### Metal 1

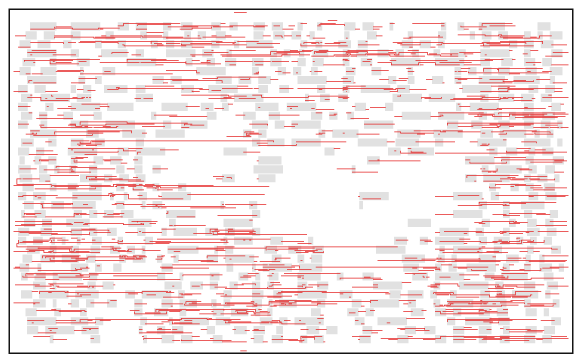
### M2 wires

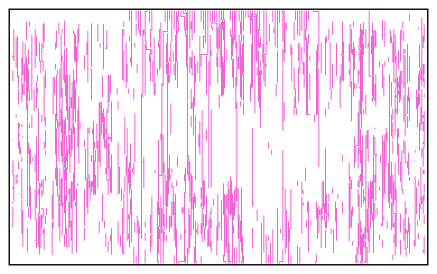
### Metal 3

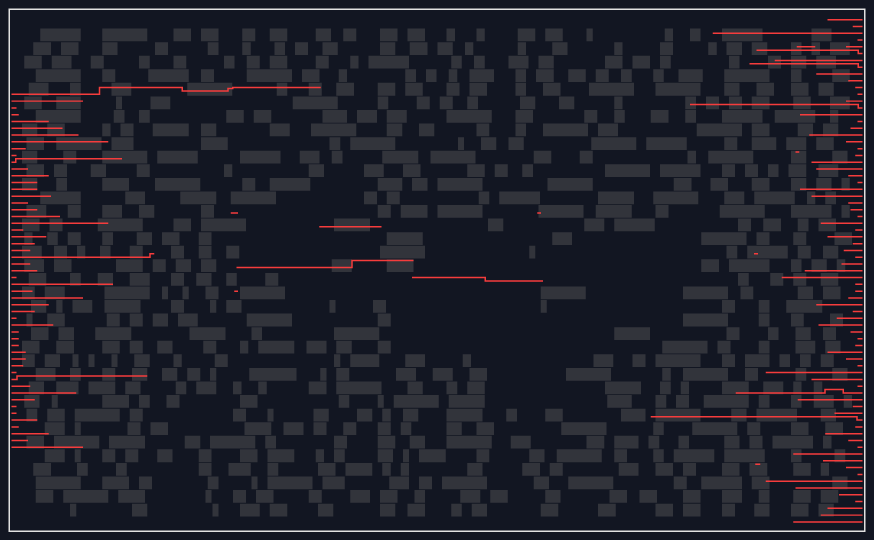
### Sequential cells colored by netlist name

The bar under the picture is 50 µm long. Other sequential cells in the stronger gray, the rest of the logic in the fainter gray.
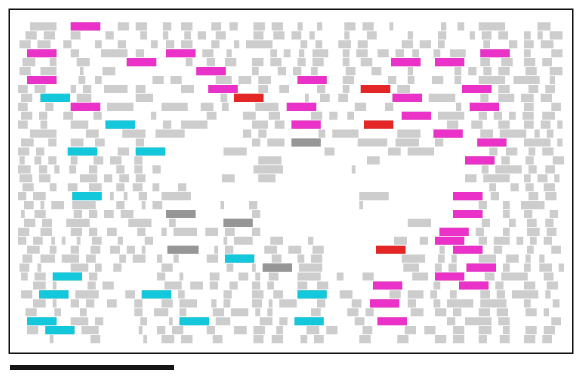
[config.mk]
export PLATFORM = sky130hd
export DESIGN_NAME = bram_port_arbiter
export DESIGN_NICKNAME = d
export VERILOG_FILES = /design/src/rtl/bram_arb_pkg.sv /design/src/rtl/rr_arb2.sv /design/src/rtl/bram_port_arbiter.sv
export SDC_FILE = /design/constraint.sdc
export NUM_CORES = 1
export LEC_CHECK = 0
export CAP_MARGIN = 0
export CELL_PAD_IN_SITES_DETAIL_PLACEMENT = 2
export CELL_PAD_IN_SITES_GLOBAL_PLACEMENT = 2
export CORE_ASPECT_RATIO = 0.6
export CORE_MARGIN = 2
export CORE_UTILIZATION = 19
export DETAILED_ROUTE_END_ITERATION = 10
export HOLD_SLACK_MARGIN = 0.12
export PLACE_DENSITY = 0.82
export RECOVER_POWER = 100
export SLEW_MARGIN = 20
export SYNTH_ARGS = -nofsm -noshare
export SYNTH_HDL_FRONTEND = slang
export SYNTH_SLANG_ARGS = --single-unit
[constraint.sdc]
create_clock -name clka -period 2.1 [get_ports clka]
set_input_delay 0.525 -clock clka [delete_from_list [all_inputs] [get_ports clka]]
set_output_delay 0.525 -clock clka [all_outputs]
set_load 0.02 [all_outputs]
[src/rtl/bram_arb_pkg.sv]
// rtl/bram_arb_pkg.sv - shared types and helpers for the BRAM port arbiter
package bram_arb_pkg;

    typedef enum logic {
        REQ_IFU = 1'b0,
        REQ_LSU = 1'b1
    } req_id_e;

    localparam int WORD_BYTES = 4;

    // Overlay the strobed bytes of new_data onto base.
    function automatic logic [8*WORD_BYTES-1:0] merge_bytes(
        input logic [8*WORD_BYTES-1:0] base,
        input logic [8*WORD_BYTES-1:0] new_data,
        input logic [WORD_BYTES-1:0]   strb
    );
        logic [8*WORD_BYTES-1:0] res;
        res = base;
        for (int i = 0; i < WORD_BYTES; i++) begin
            if (strb[i]) begin
                res[8*i +: 8] = new_data[8*i +: 8];
            end
        end
        return res;
    endfunction

endpackage

[src/rtl/rr_arb2.sv]
// rtl/rr_arb2.sv - two-input round-robin arbiter, pointer moves only on contention
module rr_arb2
    import bram_arb_pkg::*;
(
    input  logic       clk_i,
    input  logic       rst_ni,
    input  logic [1:0] req_i,
    output logic [1:0] gnt_o
);

    req_id_e prio_q, prio_d;

    always_comb begin
        gnt_o  = req_i;
        prio_d = prio_q;
        if (req_i == 2'b11) begin
            // Favour the side that lost the previous contention, then hand priority over.
            if (prio_q == REQ_IFU) begin
                gnt_o  = 2'b01;
                prio_d = REQ_LSU;
            end else begin
                gnt_o  = 2'b10;
                prio_d = REQ_IFU;
            end
        end
    end

    always_ff @(posedge clk_i or negedge rst_ni) begin
        if (!rst_ni) begin
            prio_q <= REQ_IFU;
        end else begin
            prio_q <= prio_d;
        end
    end

endmodule

[src/rtl/bram_port_arbiter.sv]
// rtl/bram_port_arbiter.sv - shares a dual-port BRAM between the IFU and the LSU
module bram_port_arbiter
    import bram_arb_pkg::*;
#(
    parameter int ADDR_WIDTH = 14
) (
    input  logic                  clka,
    input  logic                  rst_n,
    input  logic                  ifu_req_valid,
    output logic                  ifu_req_ready,
    input  logic [ADDR_WIDTH-1:0] ifu_req_addr,
    output logic                  ifu_rsp_valid,
    output logic [31:0]           ifu_rsp_rdata,
    input  logic                  lsu_req_valid,
    output logic                  lsu_req_ready,
    input  logic                  lsu_req_write,
    input  logic [ADDR_WIDTH-1:0] lsu_req_addr,
    input  logic [31:0]           lsu_req_wdata,
    input  logic [3:0]            lsu_req_wstrb,
    output logic                  lsu_rsp_valid,
    output logic [31:0]           lsu_rsp_rdata,
    output logic [ADDR_WIDTH-1:0] ram_addra,
    output logic [31:0]           ram_dina,
    output logic [3:0]            ram_wea,
    output logic [ADDR_WIDTH-1:0] ram_addrb,
    input  logic [31:0]           ram_doutb
);

    logic                  lsu_wr;
    logic [1:0]            rd_req;
    logic [1:0]            rd_gnt;
    logic [31:0]           fwd_rdata;

    logic                  ifu_rd_q, ifu_rd_d;
    logic                  lsu_rd_q, lsu_rd_d;
    logic                  wack_q, wack_d;
    logic                  hz_q, hz_d;
    logic [31:0]           hz_wdata_q;
    logic [3:0]            hz_wstrb_q;
    logic [ADDR_WIDTH-1:0] addrb_q;

    assign lsu_wr = lsu_req_valid & lsu_req_write;

    // Bit 0 is the IFU, bit 1 an LSU read; LSU writes use the other RAM port.
    assign rd_req = {lsu_req_valid & ~lsu_req_write, ifu_req_valid};

    rr_arb2 u_rr_arb2 (
        .clk_i  (clka),
        .rst_ni (rst_n),
        .req_i  (rd_req),
        .gnt_o  (rd_gnt)
    );

    assign ifu_req_ready = rd_gnt[0];
    assign lsu_req_ready = rd_gnt[1] | lsu_wr;

    assign ram_addra = lsu_req_addr;
    assign ram_dina  = lsu_req_wdata;
    assign ram_wea   = (rst_n && lsu_wr) ? lsu_req_wstrb : 4'b0000;

    always_comb begin
        ram_addrb = addrb_q;
        if (rd_gnt[0]) begin
            ram_addrb = ifu_req_addr;
        end else if (rd_gnt[1]) begin
            ram_addrb = lsu_req_addr;
        end
    end

    assign ifu_rd_d  = rd_gnt[0];
    assign lsu_rd_d  = rd_gnt[1];
    assign wack_d    = lsu_wr;
    // The RAM returns pre-write data on a same-cycle collision, so remember the write.
    assign hz_d      = lsu_wr & (|rd_gnt) & (ram_addrb == lsu_req_addr);

    always_ff @(posedge clka or negedge rst_n) begin
        if (!rst_n) begin
            ifu_rd_q   <= 1'b0;
            lsu_rd_q   <= 1'b0;
            wack_q     <= 1'b0;
            hz_q       <= 1'b0;
            hz_wdata_q <= '0;
            hz_wstrb_q <= '0;
            addrb_q    <= '0;
        end else begin
            ifu_rd_q   <= ifu_rd_d;
            lsu_rd_q   <= lsu_rd_d;
            wack_q     <= wack_d;
            hz_q       <= hz_d;
            hz_wdata_q <= lsu_req_wdata;
            hz_wstrb_q <= lsu_req_wstrb;
            addrb_q    <= ram_addrb;
        end
    end

    assign fwd_rdata = merge_bytes(ram_doutb, hz_wdata_q, hz_q ? hz_wstrb_q : 4'b0000);

    assign ifu_rsp_valid = ifu_rd_q;
    assign ifu_rsp_rdata = ifu_rd_q ? fwd_rdata : 32'h0;
    assign lsu_rsp_valid = lsu_rd_q | wack_q;
    assign lsu_rsp_rdata = lsu_rd_q ? fwd_rdata : 32'h0;

endmodule

==> impl_metrics.tcl <==
# collected from the flow reports
set metrics [dict create \
    power.density_nw_per_um2 550.8 \
    ys_sh_xor_pct 4.401 \
    antenna_violations_before_repair 0 \
    critical_path.most_common_cell "sky130_fd_sc_hd__buf_12" \
    post-cts-setup-buffer-count 22 \
    finalMaxSlewViolations 0 \
    fmaxAchievable_ghz 0.4398 \
    critPathKind "reg -> out" \
    reg2reg_setup_slack_ps 140 \
    io_buffers 232 \
    n_multi_input_combinational_cell 196 \
    outcome "finished, violations left" \
    drc 0 \
    final-setup-viol-count 75 \
    synthesis.instances 314 \
    total_switching_power_mw 1.324 \
    timing.critical_path.cells "buf_12 > nand2_4 > buf_12 > buf_6 > mux2i_4 > nor2b_1 > buf_4" \
    largestClassByArea "buffers" \
    synthDominantAreaCellType "sky130_fd_sc_hd__dfrtp_1" \
    cap_viol_max_count 0 \
    rows 36 \
    ys_top_logic_family "simple AND/OR/NAND/NOR gates" \
    yosysUniqueCellTypes 27 \
    flow.area_growth_from_synthesis_pct 116.0 \
    layout.clock_buffers 6 \
    grt-busiest-layer "met2" \
    cellInternalPower_mw 2.464 \
    n_all_inverters 4 \
    stdcell_area_um2 6878 \
    synthArstFlopShare_pct 100.0 \
    setup_slack_ps -173.6 \
    violations_in_the_final_reports "setup timing" \
    met2_wirelength_um 9119 \
    ys_cells 314 \
    fin_setup_tns_ps -4266 \
    fa_ha_area_share_pct 0 \
    synth.yosys.chip_area_um2 3184 \
    overflow 0 \
    unrepaired_setup_endpoints_after_global_routing "true" \
    warnings 28 \
    ctsHoldBuffers 1 \
    pin_count 233 \
    post_cts.resized_instances 547 \
    clkLatencyLatePin_ps 300 \
    synth.top_cells.by_count "65 x sky130_fd_sc_hd__nor2b_1, 55 x sky130_fd_sc_hd__dfrtp_1, 47 x sky130_fd_sc_hd__buf_4, 34 x sky130_fd_sc_hd__mux2i_1, 26 x sky130_fd_sc_hd__nor2_1" \
    n_sequential_cell 55 \
    cp.arrival_ps 1750 \
    die-area_um2 17850 \
]
## Picture notes: 'Metal 1'
nets with wire on the layer	612
share of all routed wire	39%
M1 GR Usage: 20.22%
overall routed net length: 16,980 µm
total number of vias: 3,454

## Picture notes: 'M2 wires'
share of all routed wire	54%
main direction	vertical
global-route track usage on met2: 35.63%

## Picture notes: 'Metal 3'
nets with wire on the layer	131
main direction	horizontal
wire length on this layer	1,050 µm
GR Layer Usage met3: 4.642%

## Picture notes: 'Sequential cells colored by netlist name'
color	netlist name	flops
magenta	hz_wdata_q	32
cyan	addrb_q	14
red	hz_wstrb_q	4
sequential standard cell area: 1378 µm²
sequential share of cell area: 20.03%
post-layout util: 42.18%
power consumed by sequential cells: 1.22 mW

Power is estimated from default activity; no workload was simulated.
